--- src/rtl/caesar_pkg.sv ---
// caesar_pkg: shared constants, types and the mod-26 key subtraction used by
// the Caesar receive datapath (and a future encrypt-side counterpart).
//   SYM_W/KEY_W : symbol and key widths
//   ALPHA       : alphabet size and modulus
//   KEY_MAX     : largest legal key, also the largest legal letter index
//   sym_t/key_t : symbol and key types
//   fifo_word_t : one buffered output entry, {err, sym}
package caesar_pkg;

  localparam int unsigned SYM_W   = 32'd6;
  localparam int unsigned KEY_W   = 32'd5;
  localparam int unsigned ALPHA   = 32'd26;
  localparam int unsigned KEY_MAX = 32'd25;

  typedef logic [SYM_W-1:0] sym_t;
  typedef logic [KEY_W-1:0] key_t;

  typedef struct packed {
    logic err;
    sym_t sym;
  } fifo_word_t;

  // Legal letter indices and legal keys share the same upper bound.
  localparam sym_t SYM_MAX     = sym_t'(KEY_MAX);
  localparam key_t KEY_MAX_VAL = key_t'(KEY_MAX);

  // (sym - key) mod ALPHA for a legal letter index. The sum is formed one
  // bit wider than a symbol so sym + ALPHA cannot overflow before truncation.
  function automatic sym_t caesar_sub(input sym_t sym, input key_t key);
    logic [SYM_W:0] wide_sym_s;
    logic [SYM_W:0] wide_key_s;
    logic [SYM_W:0] diff_s;
    wide_sym_s = {1'b0, sym};
    wide_key_s = {{(SYM_W - KEY_W + 1){1'b0}}, key};
    if (wide_sym_s >= wide_key_s) begin
      diff_s = wide_sym_s - wide_key_s;
    end else begin
      diff_s = wide_sym_s + (SYM_W + 1)'(ALPHA) - wide_key_s;
    end
    return diff_s[SYM_W-1:0];
  endfunction

endpackage

--- src/rtl/caesar_sym_fifo2.sv ---
// caesar_sym_fifo2: two-entry FIFO of {err, sym} words. slot0_r is always the
// head, so the output is taken straight from a register.
//   clk, rst   : clock, synchronous active-high reset (empties the FIFO)
//   push, din  : write request and data (ignored when full, unless popping)
//   pop, dout  : read request (ignored when empty) and head data
//   full/empty : occupancy == 2 / occupancy == 0
//   occupancy  : number of stored entries, 0..2
module caesar_sym_fifo2
  import caesar_pkg::*;
(
  input  logic       clk,
  input  logic       rst,
  input  logic       push,
  input  fifo_word_t din,
  input  logic       pop,
  output fifo_word_t dout,
  output logic       full,
  output logic       empty,
  output logic [1:0] occupancy
);

  fifo_word_t slot0_r;
  fifo_word_t slot1_r;
  logic [1:0] count_r;
  logic       push_ok_s;
  logic       pop_ok_s;

  // Qualify requests: a pop frees the slot a simultaneous push needs.
  always_comb begin
    pop_ok_s  = pop && (count_r != 2'd0);
    push_ok_s = push && ((count_r != 2'd2) || pop_ok_s);
  end

  // Storage and occupancy update, including the simultaneous push/pop case.
  always_ff @(posedge clk) begin
    if (rst) begin
      slot0_r <= '0;
      slot1_r <= '0;
      count_r <= 2'd0;
    end else begin
      case ({push_ok_s, pop_ok_s})
        2'b10: begin
          if (count_r == 2'd0) begin
            slot0_r <= din;
          end else begin
            slot1_r <= din;
          end
          count_r <= count_r + 2'd1;
        end
        2'b01: begin
          slot0_r <= slot1_r;
          count_r <= count_r - 2'd1;
        end
        2'b11: begin
          // Occupancy is unchanged; the new word lands behind the survivor.
          if (count_r == 2'd1) begin
            slot0_r <= din;
          end else begin
            slot0_r <= slot1_r;
            slot1_r <= din;
          end
        end
        default: begin
          count_r <= count_r;
        end
      endcase
    end
  end

  assign dout      = slot0_r;
  assign full      = (count_r == 2'd2);
  assign empty     = (count_r == 2'd0);
  assign occupancy = count_r;

endmodule

--- src/rtl/caesar_stream_decrypt.sv ---
// caesar_stream_decrypt: receive side of the Caesar datapath. Cipher letter
// indices arrive on a valid/ready stream, have the current key subtracted
// mod 26 and leave through a 2-entry buffer on a second valid/ready stream.
//   CLOCK_50, rst          : clock, synchronous active-high reset
//   key_load, key_in       : key update strobe and value (0..25 accepted)
//   s_valid/s_ready/s_data : cipher symbol input stream
//   m_valid/m_ready/m_data : plaintext output stream
//   m_err                  : current m_data came from an out-of-range symbol
//   key_cur                : key in force; key_err pulses on a rejected load
//   sym_count, err_count   : saturating output-transfer / bad-symbol counters
module caesar_stream_decrypt
  import caesar_pkg::*;
#(
  parameter int unsigned CNT_W = 32'd8
) (
  input  logic             CLOCK_50,
  input  logic             rst,
  input  logic             key_load,
  input  logic [KEY_W-1:0] key_in,
  input  logic             s_valid,
  output logic             s_ready,
  input  logic [SYM_W-1:0] s_data,
  output logic             m_valid,
  input  logic             m_ready,
  output logic [SYM_W-1:0] m_data,
  output logic             m_err,
  output logic [KEY_W-1:0] key_cur,
  output logic             key_err,
  output logic [CNT_W-1:0] sym_count,
  output logic [CNT_W-1:0] err_count
);

  localparam logic [CNT_W-1:0] CNT_ONE = {{(CNT_W - 1){1'b0}}, 1'b1};
  localparam logic [CNT_W-1:0] CNT_MAX = {CNT_W{1'b1}};

  key_t             key_cur_r;
  logic             key_err_r;
  logic [CNT_W-1:0] sym_count_r;
  logic [CNT_W-1:0] err_count_r;

  logic             in_fire_s;
  logic             out_fire_s;
  logic             pop_s;
  logic             sym_bad_s;
  logic             key_bad_s;
  fifo_word_t       dec_word_s;
  fifo_word_t       head_s;
  logic             fifo_full_s;
  logic             fifo_empty_s;
  logic [1:0]       fifo_occ_s;

  // Handshake qualifiers; s_ready comes from the FIFO count register only.
  always_comb begin
    s_ready    = !fifo_full_s;
    m_valid    = (fifo_occ_s != 2'd0);
    in_fire_s  = s_valid && s_ready;
    pop_s      = m_ready && !fifo_empty_s;
    out_fire_s = m_valid && m_ready;
  end

  // Decode with the key in force at acceptance; bad symbols pass through.
  always_comb begin
    sym_bad_s  = (s_data > SYM_MAX);
    key_bad_s  = (key_in > KEY_MAX_VAL);
    dec_word_s = '0;
    if (sym_bad_s) begin
      dec_word_s.err = 1'b1;
      dec_word_s.sym = s_data;
    end else begin
      dec_word_s.err = 1'b0;
      dec_word_s.sym = caesar_sub(s_data, key_cur_r);
    end
  end

  // Key register and the one-cycle rejection pulse.
  always_ff @(posedge CLOCK_50) begin
    if (rst) begin
      key_cur_r <= '0;
      key_err_r <= 1'b0;
    end else begin
      key_err_r <= key_load && key_bad_s;
      if (key_load && !key_bad_s) begin
        key_cur_r <= key_in;
      end else begin
        key_cur_r <= key_cur_r;
      end
    end
  end

  // Saturating statistics counters for the display path.
  always_ff @(posedge CLOCK_50) begin
    if (rst) begin
      sym_count_r <= '0;
      err_count_r <= '0;
    end else begin
      if (out_fire_s && (sym_count_r != CNT_MAX)) begin
        sym_count_r <= sym_count_r + CNT_ONE;
      end else begin
        sym_count_r <= sym_count_r;
      end
      if (in_fire_s && sym_bad_s && (err_count_r != CNT_MAX)) begin
        err_count_r <= err_count_r + CNT_ONE;
      end else begin
        err_count_r <= err_count_r;
      end
    end
  end

  caesar_sym_fifo2 u_fifo (
    .clk       (CLOCK_50),
    .rst       (rst),
    .push      (in_fire_s),
    .din       (dec_word_s),
    .pop       (pop_s),
    .dout      (head_s),
    .full      (fifo_full_s),
    .empty     (fifo_empty_s),
    .occupancy (fifo_occ_s)
  );

  assign m_data    = head_s.sym;
  assign m_err     = head_s.err;
  assign key_cur   = key_cur_r;
  assign key_err   = key_err_r;
  assign sym_count = sym_count_r;
  assign err_count = err_count_r;

endmodule

--- config.mk ---
export PLATFORM = sky130hd
export DESIGN_NAME = caesar_stream_decrypt
export DESIGN_NICKNAME = d
export VERILOG_FILES = /design/src/rtl/caesar_pkg.sv /design/src/rtl/caesar_sym_fifo2.sv /design/src/rtl/caesar_stream_decrypt.sv
export SDC_FILE = /design/constraint.sdc
export NUM_CORES = 1
export LEC_CHECK = 0
export CORE_AREA = 2 2 71 73
export CTS_CLUSTER_SIZE = 30
export DETAILED_ROUTE_END_ITERATION = 8
export DIE_AREA = 0 0 73 75
export GPL_TIMING_DRIVEN = 0
export PLACE_DENSITY = 0.87
export SLEW_MARGIN = 20
export SYNTH_ARGS = -nofsm -noshare
export SYNTH_HDL_FRONTEND = slang
export SYNTH_SLANG_ARGS = --single-unit
--- constraint.sdc ---
create_clock -name CLOCK_50 -period 2.35 [get_ports CLOCK_50]
set_clock_uncertainty 0.1 [all_clocks]
set_input_delay 0.235 -clock CLOCK_50 [delete_from_list [all_inputs] [get_ports CLOCK_50]]
set_output_delay 0.235 -clock CLOCK_50 [all_outputs]
set_load 0.1 [all_outputs]
==> images/io_fan.png <==
Scale: 6 px per µm.
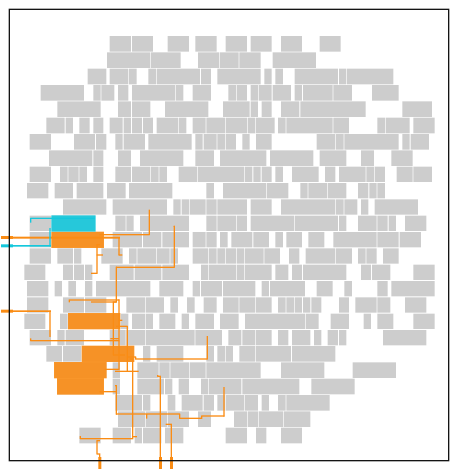
| colour | port | direction | end cells | buffers | wire |
|---|---|---|---|---|---|
| orange | `key_cur` | output | 5 | 6 | 238 µm |
| cyan | `key_err` | output | 1 | 1 | 20.4 µm |
count of input and output buffers: 46
top-level I/O count: 47

==> images/flops_by_reg.png <==
Scale: 4 px per µm. Other sequential cells in the stronger grey, the rest of the logic in the fainter grey.
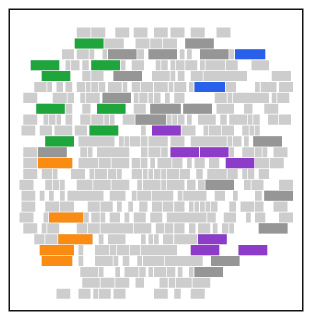
| colour | name in the netlist | sequential cells |
|---|---|---|
| blue | `u_fifo.occupancy` | 2 |
| green | `err_count` | 8 |
| purple | `u_fifo.slot1_r` | 7 |
| orange | `key_cur` | 5 |
not coloured: 16
Util after Layout: 68.40%
flip-flop and latch power: 0.841 mW
register fraction of the total cell area: 24.53%
footprint of the flip-flops and latches: 782.0 µm²

==> images/clk_routes.png <==
Scale: 4 px per µm.
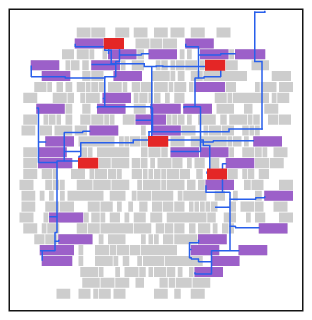
[blue] clock wires | length: 497 µm
[purple] flip-flops | count: 38
[red] clock drivers | count: 5
flops lie: all over the die
power of the clock network: 0.549 mW
clock network fraction of total power: 18.3%
insertion delay of the later-clocked pin in the worst-skew pair: 0.30 ns

==> flow_metrics.py <==
# Synthesis and PnR figures
metrics = {
    "run_status": {
        "run_status": "finished, violations left",
        "violations": "negative setup slack",
    },
    "clock_tree": {
        "postCtsSetupBuffers": 3,
        "cts.sink_count": 38,
        "numCtsBuffers": 5,
        "cts_hold_buffers": 0,
        "clk_transition_reported_paths_ns": 0.08,
        "clock_tree_from_tritoncts": "done",
    },
    "placed_design": {
        "place_worst_setup_slack_ns": -0.5648,
    },
    "critical_path": {
        "start_kind": "register",
        "endpoint_kind": "register",
        "worst-r2r-setup-slack_ns": -0.04,
        "cpLargestDelayFamily": "AND-OR/OR-AND gates",
    },
    "synthesis": {
        "synth_top_flop_cell": "sky130_fd_sc_hd__dfxtp_1",
        "yosys-stat-area_mm2": 0.002317,
        "yosys.area.top_type_share_pct": 32.83,
        "post_synth_inst_count": 281,
        "ys_async_sr_fraction_pct": 0,
        "synthesis.area_per_instance_um2": 8.246,
        "postSynthSeqShare_pct": 32.83,
    },
    "job": {
        "log_warnings": 37,
    },
    "final_timing": {
        "final_report_max_slew_violation_count": 0,
        "post-route-worst-setup-slack_ns": -0.03905,
        "hold-worst-slack_ns": 0.3729,
        "setup-violations-final": 3,
        "min_period_over_period_pct": 101.7,
    },
    "final_layout": {
        "layout_sequential_cell_count": 38,
        "comb_area_share_pct": 49.49,
        "design_area_mm2": 0.003188,
        "largest_cell_class": "combinational gates",
        "num-clock-buffers": 5,
    },
    "pwr": {
        "power_density_mw_per_mm2": 942.0,
        "power.total_mw": 3.003,
    },
    "floorplanning": {
        "core_area_mm2": 0.004661,
        "floorplan.die.height_um": 75,
    },
    "detailed_routing": {
        "routed.top_layer": "met4",
        "wl_met1_um": 2480,
    },
    "min_path": {
        "worstHoldPathCells": 2,
    },
    "global_route": {
        "gr-usage-met2_pct": 38.74,
    },
}
sequential cells by signal (all words and copies together) (netlist names):
signal / flops
err_count: 8
sym_count: 8
u_fifo.dout: 7
u_fifo.slot1_r: 7
key_cur: 5
u_fifo.occupancy: 2
key_err: 1
power by group:
group / total, mW / leakage, nW / switching (mW) / internal (mW)
clock: 0.549 / 0.0579 / 0.237 / 0.312
sequential: 0.841 / 0.315 / 0.0794 / 0.761
combinational: 1.61 / 0.850 / 1.11 / 0.504
total: 3.00 / 1.22 / 1.43 / 1.58
cells in the final DEF (no fill, tap or decap), types with 4 or more instances in the layout:
master,Yosys,layout
sky130_fd_sc_hd__dfxtp_4,0,4
sky130_fd_sc_hd__dfxtp_1,38,29
sky130_fd_sc_hd__clkbuf_8,0,5
sky130_fd_sc_hd__nand3_1,6,6
sky130_fd_sc_hd__xnor2_1,14,14
sky130_fd_sc_hd__buf_4,0,6
sky130_fd_sc_hd__a211oi_1,6,5
sky130_fd_sc_hd__nand2_1,23,22
sky130_fd_sc_hd__ha_1,20,13
sky130_fd_sc_hd__a221oi_1,4,4
sky130_fd_sc_hd__nor3_1,7,7
sky130_fd_sc_hd__xor2_1,6,6
sky130_fd_sc_hd__dfxtp_2,0,5
sky130_fd_sc_hd__ha_4,0,5
sky130_fd_sc_hd__clkdlybuf4s50_1,0,40
sky130_fd_sc_hd__o21ai_0,12,10
sky130_fd_sc_hd__inv_2,0,5
sky130_fd_sc_hd__inv_1,28,21
sky130_fd_sc_hd__dlygate4sd2_1,0,5
sky130_fd_sc_hd__a21oi_1,13,12
sky130_fd_sc_hd__nor2_1,34,34
sky130_fd_sc_hd__nand4_1,4,4
sky130_fd_sc_hd__mux2i_1,4,4
Power figures rest on the tool's default switching activity, not on a simulated workload.
